--- src/rtl/async_fifo_pkg.sv ---
// Shared constants and types for the single-clock FIFO slice.
// Default geometry lives here so the RTL and any user agree on one source.
package async_fifo_pkg;

   localparam int DEFAULT_DATA_WIDTH = 24;
   localparam int DEFAULT_DEPTH      = 8;
   localparam int DEFAULT_ADDR_WIDTH = $clog2(DEFAULT_DEPTH);

   typedef logic [DEFAULT_DATA_WIDTH-1:0] data_t;

endpackage : async_fifo_pkg

--- src/rtl/fifo_mem.sv ---
// DEPTH x DATA_WIDTH register array with one synchronous write port and one
// synchronous, registered read port whose output register is cleared by rst.
module fifo_mem
   import async_fifo_pkg::*;
#(
   parameter  int DATA_WIDTH = DEFAULT_DATA_WIDTH,
   parameter  int DEPTH      = DEFAULT_DEPTH,
   localparam int ADDR_WIDTH = $clog2(DEPTH)
) (
   input  logic                  clk,
   input  logic                  rst,
   input  logic                  we,
   input  logic [ADDR_WIDTH-1:0] waddr,
   input  logic [DATA_WIDTH-1:0] wdata,
   input  logic                  re,
   input  logic [ADDR_WIDTH-1:0] raddr,
   output logic [DATA_WIDTH-1:0] rdata
);

   logic [DATA_WIDTH-1:0] mem [DEPTH];

   // NOTE: the storage array has no reset; stale words are unreachable once
   // the pointers are cleared, and leaving it out keeps it mappable to RAM.
   always_ff @(posedge clk) begin
      if (we) begin
         // NOTE: non-blocking assignments in clocked blocks so every register
         // samples pre-edge values regardless of statement order.
         mem[waddr] <= wdata;
      end
   end

   always_ff @(posedge clk) begin
      if (rst) begin
         rdata <= '0;
      end else if (re) begin
         rdata <= mem[raddr];
      end
   end

endmodule : fifo_mem

--- src/rtl/async_fifo.sv ---
// Single-clock 8x24 FIFO: wrap-bit pointers, accept logic and status flags
// around a fifo_mem array; read data is registered, no fall-through.
module async_fifo
   import async_fifo_pkg::*;
#(
   parameter  int DATA_WIDTH = DEFAULT_DATA_WIDTH,
   parameter  int DEPTH      = DEFAULT_DEPTH,
   localparam int ADDR_WIDTH = $clog2(DEPTH)
) (
   input  logic                  clk,
   input  logic                  rst,
   input  logic                  w_enable,
   input  logic                  r_enable,
   input  logic [DATA_WIDTH-1:0] w_data,
   output logic [DATA_WIDTH-1:0] r_data,
   output logic                  empty,
   output logic                  full
);

   localparam logic [ADDR_WIDTH:0] PTR_ONE = {{ADDR_WIDTH{1'b0}}, 1'b1};

   logic [ADDR_WIDTH:0] wptr;
   logic [ADDR_WIDTH:0] rptr;
   logic                wr_accept;
   logic                rd_accept;
   logic                mem_we;
   logic                mem_re;

   // Equal pointers mean empty; same slot but opposite lap means full.
   assign empty = (wptr == rptr);
   assign full  = (wptr[ADDR_WIDTH-1:0] == rptr[ADDR_WIDTH-1:0]) &&
                  (wptr[ADDR_WIDTH] != rptr[ADDR_WIDTH]);

   always_comb begin
      // NOTE: defaults first so every path assigns every output and no latch
      // is inferred.
      rd_accept = 1'b0;
      wr_accept = 1'b0;
      mem_we    = 1'b0;
      mem_re    = 1'b0;
      rd_accept = r_enable && !empty;
      // A read on a full FIFO frees the slot the write lands in.
      wr_accept = w_enable && (!full || rd_accept);
      mem_we    = wr_accept && !rst;
      mem_re    = rd_accept;
   end

   always_ff @(posedge clk) begin
      if (rst) begin
         wptr <= '0;
         rptr <= '0;
      end else begin
         if (wr_accept) begin
            wptr <= wptr + PTR_ONE;
         end
         if (rd_accept) begin
            rptr <= rptr + PTR_ONE;
         end
      end
   end

   fifo_mem #(
      .DATA_WIDTH (DATA_WIDTH),
      .DEPTH      (DEPTH)
   ) u_mem (
      .clk   (clk),
      .rst   (rst),
      .we    (mem_we),
      .waddr (wptr[ADDR_WIDTH-1:0]),
      .wdata (w_data),
      .re    (mem_re),
      .raddr (rptr[ADDR_WIDTH-1:0]),
      .rdata (r_data)
   );

endmodule : async_fifo

--- config.mk ---
export PLATFORM = sky130hd
export DESIGN_NAME = async_fifo
export DESIGN_NICKNAME = d
export VERILOG_FILES = /design/src/rtl/async_fifo_pkg.sv /design/src/rtl/fifo_mem.sv /design/src/rtl/async_fifo.sv
export SDC_FILE = /design/constraint.sdc
export NUM_CORES = 1
export LEC_CHECK = 0
export CORE_MARGIN = 8
export CORE_UTILIZATION = 50
export CTS_CLUSTER_DIAMETER = 100
export DETAILED_ROUTE_END_ITERATION = 12
export PLACE_DENSITY_LB_ADDON = 0.2
export SLEW_MARGIN = 30
export SYNTH_ARGS = -nofsm -noshare
export SYNTH_HDL_FRONTEND = slang
export SYNTH_SLANG_ARGS = --single-unit
--- constraint.sdc ---
create_clock -name clk -period 10.7 [get_ports clk]
set_clock_uncertainty 0.15 [all_clocks]
set_input_delay 1.07 -clock clk [delete_from_list [all_inputs] [get_ports clk]]
set_output_delay 1.07 -clock clk [all_outputs]
set_load 0.03 [all_outputs]
Figure 1. Track usage over the die (run 1).
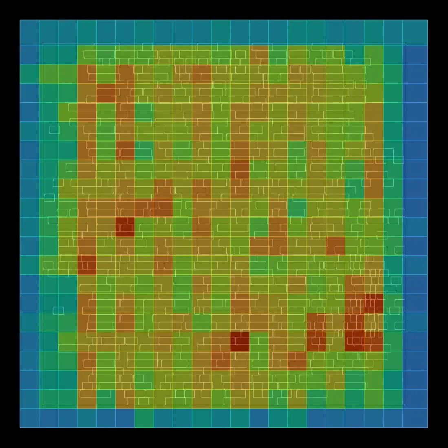
wire length per cell: 21.8 um
global-route met3 utilization: 2.43%

Figure 2. M1 wires (run 1).
Bar = 50 um.
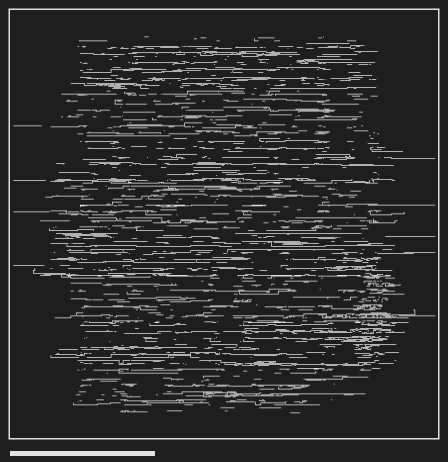
nets with wire on the layer: 482
wire length on this layer: 6810 um

==> impl_table.tex, run 1 <==
% Table of physical implementation metrics
\begin{tabular}{lr}
\hline
Metric & Value \\
\hline
\multicolumn{2}{l}{\textbf{Placement}} \\
Detailed-placement wirelength estimate & 8.83 mm \\
Input/output buffers & $\sim$53 \\
\multicolumn{2}{l}{\textbf{Global routing}} \\
Initial antenna violation count & 0 \\
GR Util met1 & 19.1\% \\
Grt total ovfl & 0 \\
Global-route wire length before repair & between 20 and 25 mm \\
Vias in the first global route & roughly 4.4k \\
\multicolumn{2}{l}{\textbf{Finish}} \\
Count of inverters other than clock inverters in the layout & 6 \\
FF+latch count & roughly 220 \\
Post-synthesis to final-layout area growth & 17.1\% \\
Clock network contribution to total cell area & 7.03\% \\
Seq. cell area & between 6000 and 7000 um\^{}2 \\
Post-route non-filler standard cell count & 717 \\
Sequential share of cell area & a little under two thirds \\
Leading cell type in the layout, fill and taps excluded & sky130\_fd\_sc\_hd\_\_edfxtp\_1 \\
Antenna diode instance count & 0 \\
Top library cells by usage in the layout, fill and taps aside & sky130\_fd\_sc\_hd\_\_edfxtp\_1 (192), sky130\_fd\_sc\_hd\_\_clkdlybuf4s50\_1 (53), sky130\_fd\_sc\_hd\_\_mux4\_2 (48) \\
\multicolumn{2}{l}{\textbf{Routing}} \\
Post-detailed-route via-to-cell ratio & 5.63 \\
Number of remaining DRC errors & 0 \\
Count of TritonRoute iterations in the first routing pass & 4 \\
Routed length on met2 & 8.02 mm \\
\multicolumn{2}{l}{\textbf{Synth}} \\
Fraction of registers with async set/reset & 0\% \\
Dominant cell area share & 67.1\% \\
Summed instance area of the synthesized netlist & approximately 8600 um\^{}2 \\
Area fraction in xor and xnor cells & less than 1\% \\
Post-synthesis sequential element count & 224 \\
Syn Inst Count & 415 \\
Number of flops mapped to enable cells by yosys & 192 \\
Fraction of the yosys area taken by sequential cells & roughly three quarters \\
Simple Share, Synth & 2.55\% \\
Count of instantiated cells in the yosys netlist & about 420 \\
Library cell with the highest instance count after synthesis & sky130\_fd\_sc\_hd\_\_edfxtp\_1 \\
Post-synthesis cell type with the largest combined area & sky130\_fd\_sc\_hd\_\_edfxtp\_1 \\
Chip Area, Yosys & about 8600 um\^{}2 \\
Main synth FF type & sky130\_fd\_sc\_hd\_\_edfxtp\_1 \\
Mean cell area of the mapped netlist & 20.7 um\^{}2 \\
Area fraction in mux cells & 16.0\% \\
Leading post-synthesis cells by instance count & sky130\_fd\_sc\_hd\_\_edfxtp\_1 (192), sky130\_fd\_sc\_hd\_\_mux4\_2 (48), sky130\_fd\_sc\_hd\_\_dfxtp\_1 (32) \\
Total nets after synthesis & 445 \\
\multicolumn{2}{l}{\textbf{Flow run}} \\
Stage-log warning count & 26 \\
Number of max-capacitance violations reported & 0 \\
\multicolumn{2}{l}{\textbf{Clocking}} \\
Number of buffers inserted for hold repair after clock tree synthesis & 0 \\
Post-CTS Resized & 0 \\
Number of buffers between clock root and the deepest sink & 3 \\
Number of clock buffers inserted by TritonCTS & 23 \\
Post-CTS repair timing setup buffer count & 0 \\
Clock Latency Late Sink & approximately 490 ps \\
\multicolumn{2}{l}{\textbf{Min path}} \\
Hold wc startpoint & u\_mem.rdata[6]\$\_SDFFE\_PP0P\_ \\
Worst hold path type & reg -> reg \\
Cells on Worst Hold Path & 1 \\
Worst hold path endpoint & u\_mem.rdata[6]\$\_SDFFE\_PP0P\_ \\
\multicolumn{2}{l}{\textbf{Critical path}} \\
Worst path slowest cell & sky130\_fd\_sc\_hd\_\_dfxtp\_4 \\
Capture point of the critical path & full \\
Worst path depth & 4 \\
Critical path required time & 9480 ps \\
Crit path max fanout & 28 \\
Reg2Reg Launch Point & rptr[1]\$\_SDFFE\_PP0P\_ \\
Number of buffer and inverter stages on the critical path & 2 \\
Source of the critical timing path & rptr[1]\$\_SDFFE\_PP0P\_ \\
Critical path's top delay family & buffers and inverters \\
Worst R2R Path Depth & 4 \\
Critical path class & reg -> out \\
Arrival time at the worst endpoint & roughly 2600 ps \\
\multicolumn{2}{l}{\textbf{Floorplanning}} \\
Count of standard-cell rows & 48 \\
Chip area & 21600 um\^{}2 \\
Well Taps & 225 \\
Core outline area & 17100 um\^{}2 \\
Top-Level Pins & 54 \\
\multicolumn{2}{l}{\textbf{Outcome}} \\
Run status & complete, no violations \\
\multicolumn{2}{l}{\textbf{Timing}} \\
Final Hold Violation Tally & 0 \\
Setup repair after global routing missed its margin & false \\
Setup-violating endpoint count in the final report & 0 \\
Minimum period implied by the final worst setup slack & 3850 ps \\
Measured slew at the worst slew-check pin & 876 ps \\
Sum Neg Setup Slack & 0 ps \\
Final Max Slew Viols & 0 \\
\multicolumn{2}{l}{\textbf{Power}} \\
Clock-net power & 0.750 mW \\
Power drawn by the combinational cells & 0.317 mW \\
Switching fraction of total power & 24.0\% \\
Logic pwr share & between 10\% and 20\% \\
Largest power group & sequential cells \\
Portion of total power attributed to the clock network & 35.9\% \\
\hline
\end{tabular}
Figure 3. Wiring heat map (run 1).
Bar = 50 um. 29 x 29 tiles, from black (low) to pale yellow (high), scaled to the fullest tile. Values are wire area over tile area, all layers added.
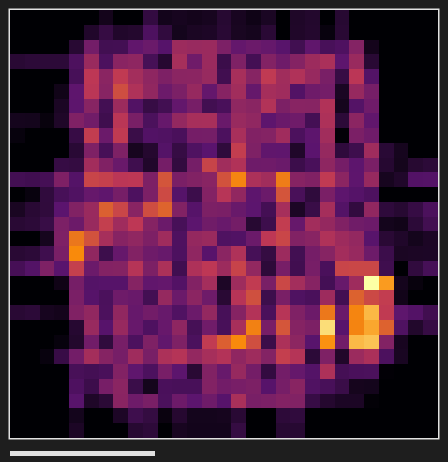
densest ninth of the die: middle
tiles over half the peak: 6.9%
fullest tile: 0.49
nearly empty tiles: 21%
all-layer global routing usage: 14.7%
final WL: 15.6 mm
via total after detailed routing: 4036

## run 1: through the flow
stage | hold WS, ps | area (um^2) | worst slack, ps | utilization, % | power (mW)
final | 327 | 10100 | 6850 | 59.0 | 2.09
after global routing | 345 | 10100 | 6710 | 59.0 | 2.16
after CTS | 332 | 10100 | 6830 | 59.0 | 2.11
after detailed placement | 315 | 9350 | 6800 | 54.8 | 1.36
after global placement | 310 | 9330 | 6970 | 54.7 | 1.35
after floorplan | 344 | 8590 | 6200 | - | 1.26
## run 1: state kept, by name (all words and copies together) (netlist names)
signal,flops
rptr,4
u_mem.mem,192
wptr,4
u_mem.rdata,24
Figure 4. Cell density map (run 1).
Bar = 50 um. 15 x 15 tiles, from black (low) to pale yellow (high), 0 to 100% covered.
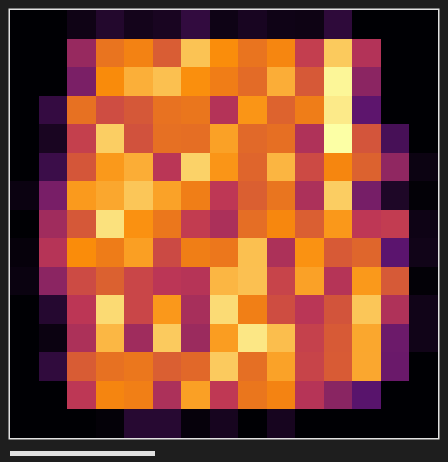

==> run 2: changes to the inputs <==
- clock period: 10.7 -> 3.81 ns (I/O delays scaled with it)
Figure 5. Cell density map (run 2).
Bar = 50 um. 15 x 15 tiles, from black (low) to pale yellow (high), 0 to 100% covered.
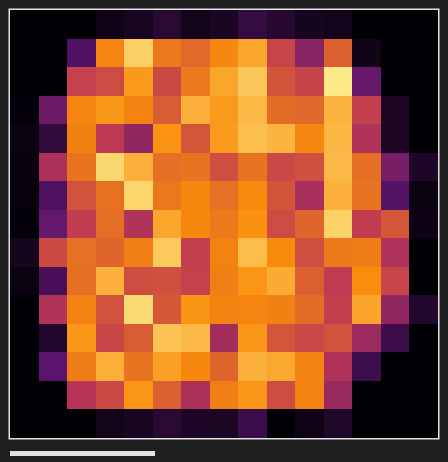
mean over tiles: 45%
nearly empty tiles: 17%
fullest tile: 95%
core outline area: 17100 um^2
final standard cell utilization of the core: 59.2%

==> run 2 against run 1 <==
Compared with the run above: via count rose by 2.6%; highest routed layer unchanged; clock power rose to 2.9 times the previous value; worst setup slack got worse by 6000 ps; die area did not move; synthesized cell count did not move; critical endpoint unchanged; critical path depth did not move; global-route usage rose by 0.87 points; non-clock buffer count rose by 3; register-to-register slack got worse by 6700 ps; largest power group unchanged.
==> impl_table.tex, run 2 <==
% Table of physical implementation metrics
\begin{tabular}{lr}
\hline
Metric & Value \\
\hline
\multicolumn{2}{l}{\textbf{Finish}} \\
Seq. cell area & 6410 um\^{}2 (unchanged) \\
Post-route non-filler standard cell count & 721 (+0.56\%) \\
Count of inverters other than clock inverters in the layout & 6 (unchanged) \\
Sequential share of cell area & 63.5\% (-0.27 points) \\
Leading cell type in the layout, fill and taps excluded & sky130\_fd\_sc\_hd\_\_edfxtp\_1 \\
Cell area after layout & 10100 um\^{}2 (+0.42\%) \\
Largest registers & u\_mem.mem (192), u\_mem.rdata (24) \\
Flip-flop count of the largest register after layout & 192 (unchanged) \\
FF+latch count & 224 (unchanged) \\
\multicolumn{2}{l}{\textbf{Synth}} \\
Syn Inst Count & 415 (unchanged) \\
Fraction of the yosys area taken by sequential cells & 74.6\% (unchanged) \\
Chip Area, Yosys & 8590 um\^{}2 (unchanged) \\
Count of instantiated cells in the yosys netlist & 415 (unchanged) \\
Number of flops mapped to enable cells by yosys & 192 (unchanged) \\
Main synth FF type & sky130\_fd\_sc\_hd\_\_edfxtp\_1 \\
Dominant cell area share & 67.1\% (unchanged) \\
Library cell with the highest instance count after synthesis & sky130\_fd\_sc\_hd\_\_edfxtp\_1 \\
Post-synthesis cell type with the largest combined area & sky130\_fd\_sc\_hd\_\_edfxtp\_1 \\
Summed instance area of the synthesized netlist & 8590 um\^{}2 (unchanged) \\
Mean cell area of the mapped netlist & 20.7 um\^{}2 (unchanged) \\
Post-synthesis sequential element count & 224 (unchanged) \\
Leading post-synthesis cells by instance count & sky130\_fd\_sc\_hd\_\_edfxtp\_1 (192), sky130\_fd\_sc\_hd\_\_mux4\_2 (48), sky130\_fd\_sc\_hd\_\_dfxtp\_1 (32) \\
\multicolumn{2}{l}{\textbf{Clocking}} \\
Number of clock buffers inserted by TritonCTS & 23 (unchanged) \\
Post-CTS repair timing setup buffer count & 0 (unchanged) \\
Number of buffers between clock root and the deepest sink & 3 (unchanged) \\
Clock Latency Late Sink & 500 ps (about the same) \\
\multicolumn{2}{l}{\textbf{Timing}} \\
Final worst setup slack & 851 ps (-6000 ps) \\
Setup-violating endpoint count in the final report & 0 (unchanged) \\
Setup repair after global routing missed its margin & false \\
Final Max Slew Viols & 0 (unchanged) \\
Hold Worst Slack & 326 ps (-0.858 ps) \\
\multicolumn{2}{l}{\textbf{Critical path}} \\
Crit path max fanout & 9 (-68\%) \\
Reg2Reg Launch Point & wptr[0]\$\_SDFFE\_PP0P\_ \\
Worst path depth & 4 (unchanged) \\
Number of buffer and inverter stages on the critical path & 2 (unchanged) \\
Worst path slowest cell & sky130\_fd\_sc\_hd\_\_clkdlybuf4s50\_1 \\
Worst R2R Path Depth & 5 (+1) \\
\multicolumn{2}{l}{\textbf{Floorplanning}} \\
Count of standard-cell rows & 48 (unchanged) \\
Top-Level Pins & 54 (unchanged) \\
Well Taps & 225 (unchanged) \\
\multicolumn{2}{l}{\textbf{Power}} \\
Final Power & 5.93 mW (+180\%) \\
Switching fraction of total power & 23.7\% (-0.32 points) \\
Power drawn by the combinational cells & 0.916 mW (+190\%) \\
Largest power group & sequential cells \\
Logic pwr share & 15.4\% (+0.2 points) \\
Clock-net power & 2.17 mW (+190\%) \\
\multicolumn{2}{l}{\textbf{Placement}} \\
Setup slack after placement & 851 ps (-5950 ps) \\
Detailed-placement wirelength estimate & 9.07 mm (+2.7\%) \\
\multicolumn{2}{l}{\textbf{Outcome}} \\
Run status & complete, no violations \\
\multicolumn{2}{l}{\textbf{Min path}} \\
Hold wc startpoint & u\_mem.rdata[18]\$\_SDFFE\_PP0P\_ \\
Cells on Worst Hold Path & 1 (unchanged) \\
\multicolumn{2}{l}{\textbf{Routing}} \\
Count of TritonRoute iterations in the first routing pass & 4 (unchanged) \\
Wire length per cell & 22.7 um (+4.3\%) \\
Via total after detailed routing & 4141 (+2.6\%) \\
Post-detailed-route via-to-cell ratio & 5.74 (+2.0\%) \\
Number of remaining DRC errors & 0 (unchanged) \\
\multicolumn{2}{l}{\textbf{Flow run}} \\
Stage-log warning count & 27 (+3.8\%) \\
Number of max-capacitance violations reported & 0 (unchanged) \\
\multicolumn{2}{l}{\textbf{Global routing}} \\
Grt total ovfl & 0 (unchanged) \\
Global-route wire length before repair & 25.9 mm (+4.0\%) \\
\hline
\end{tabular}
Figure 6. Track usage over the die (run 2).
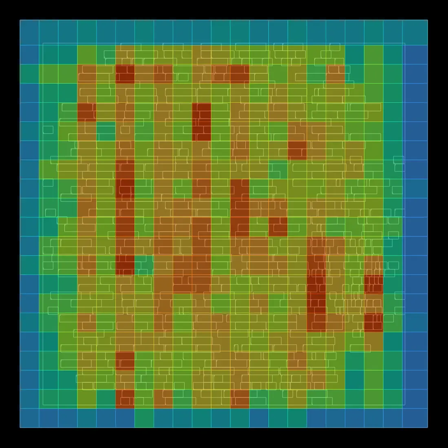
all-layer global routing usage: 15.5%
GR Util met1: 20.8%
most used routing layer in global routing: met2
global-route met3 utilization: 2.65%

-- run 2: kinds of logic after synthesis --
kind of cell | count (synthesis) | synth area share, %
compound gates | 37 | 3.52
xor+xnor | 6 | 0.699
fa+ha+maj | 2 | 0.291
buf+inv | 32 | 2.42
flops | 224 | 74.6
mux | 74 | 16.0
simple gates | 40 | 2.55
-- run 2: how the worst max path moves through the flow --
stage	endpoint	slack, ps	from
finish	full	850	wptr[0]$_SDFFE_PP0P_
global route	full	700	wptr[0]$_SDFFE_PP0P_
CTS	full	830	wptr[1]$_SDFFE_PP0P_
detailed placement	u_mem.mem[3][22]$_DFFE_PP_	850	w_enable
global placement	u_mem.mem[3][5]$_DFFE_PP_	920	w_enable
floorplan	u_mem.mem[5][0]$_DFFE_PP_	-120	rptr[0]$_SDFFE_PP0P_
==> run 3: changes to the inputs <==
- clock period: 3.81 -> 2.41 ns (I/O delays scaled with it)
==> run 3 against run 2 <==
Compared with the run above: critical path depth is 1 higher; clock power grew 54%; sequential share of layout area fell by 0.88 points; sequential power is 58% higher; register-to-register slack worse by 870 ps; via count is 1.7% higher; critical path type unchanged; largest power group unchanged.
==> impl_table.tex, run 3 <==
% Table of physical implementation metrics
\begin{tabular}{lr}
\hline
Metric & Value \\
\hline
\multicolumn{2}{l}{\textbf{Outcome}} \\
Run status & complete, no violations \\
\multicolumn{2}{l}{\textbf{Routing}} \\
Count of TritonRoute iterations in the first routing pass & 5 (+1) \\
Post-detailed-route via-to-cell ratio & 5.75 (about the same) \\
\multicolumn{2}{l}{\textbf{Clocking}} \\
Post-CTS repair timing setup buffer count & 0 (unchanged) \\
Clock Latency Late Sink & 500 ps (about the same) \\
Number of buffers between clock root and the deepest sink & 3 (unchanged) \\
\multicolumn{2}{l}{\textbf{Synth}} \\
Leading post-synthesis cells by instance count & sky130\_fd\_sc\_hd\_\_edfxtp\_1 (192), sky130\_fd\_sc\_hd\_\_mux4\_2 (48), sky130\_fd\_sc\_hd\_\_dfxtp\_1 (32) \\
Count of instantiated cells in the yosys netlist & 415 (unchanged) \\
Library cell with the highest instance count after synthesis & sky130\_fd\_sc\_hd\_\_edfxtp\_1 \\
Chip Area, Yosys & 8590 um\^{}2 (unchanged) \\
Area fraction in mux cells & 16.0\% (unchanged) \\
Area share of fa/ha/maj cells after synthesis & 0.291\% (unchanged) \\
Fraction of the mapped netlist area in compound gates & 3.52\% (unchanged) \\
Comb area leader & multiplexers \\
Simple Share, Synth & 2.55\% (unchanged) \\
Post-synthesis cell type with the largest combined area & sky130\_fd\_sc\_hd\_\_edfxtp\_1 \\
Area fraction in xor and xnor cells & 0.699\% (unchanged) \\
Number of flops mapped to enable cells by yosys & 192 (unchanged) \\
Fraction of the yosys area taken by sequential cells & 74.6\% (unchanged) \\
Main synth FF type & sky130\_fd\_sc\_hd\_\_edfxtp\_1 \\
Summed instance area of the synthesized netlist & 8590 um\^{}2 (unchanged) \\
Post-synthesis sequential element count & 224 (unchanged) \\
\multicolumn{2}{l}{\textbf{Power}} \\
Relative contribution of sequential cells to total power & 48.0\% \\
Power drawn by the combinational cells & 1.51 mW (+65\%) \\
Clock-net power & 3.35 mW (+54\%) \\
Switching fraction of total power & 24.2\% (+0.50 points) \\
Logic pwr share & 16.1\% (+0.7 points) \\
\multicolumn{2}{l}{\textbf{Critical path}} \\
Crit path max fanout & 7 (-2) \\
Capture point of the critical path & full \\
Reg2Reg Launch Point & wptr[2]\$\_SDFFE\_PP0P\_ \\
\multicolumn{2}{l}{\textbf{Finish}} \\
Leading cell type in the layout, fill and taps excluded & sky130\_fd\_sc\_hd\_\_edfxtp\_1 \\
Post-route non-filler standard cell count & 733 (+1.7\%) \\
Sequential share of cell area & 62.6\% (-0.88 points) \\
Final standard cell utilization of the core & 60.1\% (+0.83 points) \\
Seq. cell area & 6410 um\^{}2 (unchanged) \\
Count of inverters other than clock inverters in the layout & 6 (unchanged) \\
Cell area after layout & 10200 um\^{}2 (+1.4\%) \\
FF+latch count & 224 (unchanged) \\
Largest registers & u\_mem.mem (192), u\_mem.rdata (24) \\
\multicolumn{2}{l}{\textbf{Global routing}} \\
Grt total ovfl & 0 (unchanged) \\
All-layer global routing usage & 15.5\% (about the same) \\
Global-route met3 utilization & 2.58\% (-0.062 points) \\
Global-route wire length before repair & 26.2 mm (+1.4\%) \\
\multicolumn{2}{l}{\textbf{Min path}} \\
Hold wc startpoint & w\_data[14] \\
\multicolumn{2}{l}{\textbf{Floorplanning}} \\
Core outline area & 17100 um\^{}2 (unchanged) \\
Well Taps & 225 (unchanged) \\
Count of standard-cell rows & 48 (unchanged) \\
Top-Level Pins & 54 (unchanged) \\
\multicolumn{2}{l}{\textbf{Flow run}} \\
Stage-log warning count & 27 (unchanged) \\
\multicolumn{2}{l}{\textbf{Timing}} \\
Final Max Slew Viols & 0 (unchanged) \\
Setup-violating endpoint count in the final report & 0 (unchanged) \\
Setup repair after global routing missed its margin & false \\
\hline
\end{tabular}
run 3: cell counts after synthesis:
No cell type changed its count.
run 3: stage by stage:
step / setup WS [ps] / total power, mW / hold slack, ps
4_1_cts: 198 / 9.43 / 302
5_1_grt: 77.0 / 9.68 / 318
2_1_floorplan: -223 / 5.59 / 190
6_report: 211 / 9.33 / 316
3_5_place_dp: 116 / 6.08 / 316
3_3_place_gp: 177 / 6.06 / 311
run 3: critical path: stages, from the launching register on:
cell                      delay (ps)
sky130_fd_sc_hd__dfxtp_1         430
sky130_fd_sc_hd__xnor2_1         200
sky130_fd_sc_hd__nand4_1         210
sky130_fd_sc_hd__buf_4           220
sky130_fd_sc_hd__inv_1            80
sky130_fd_sc_hd__buf_4           160
Figure 7. Track usage over the die (run 3).
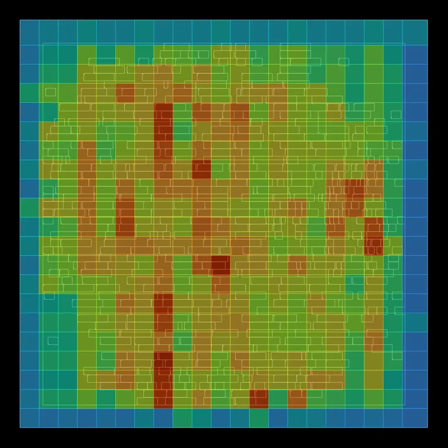
wire length per cell: 22.7 um
GR Util met1: 21.4%
global routing met2 resource utilization: 25.3%

Figure 8. The metal 2 layer (run 3).
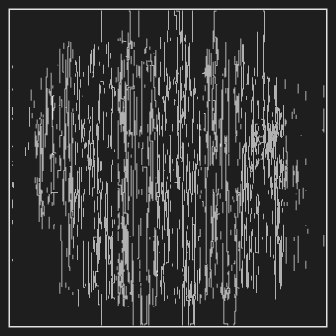
longest straight run: 54.4 um
wire length on this layer: 8140 um
share of all routed wire: 49%
nets with wire on the layer: 481
final WL: 16.6 mm
via total after detailed routing: 4213

Power is estimated from default activity; no workload was simulated.
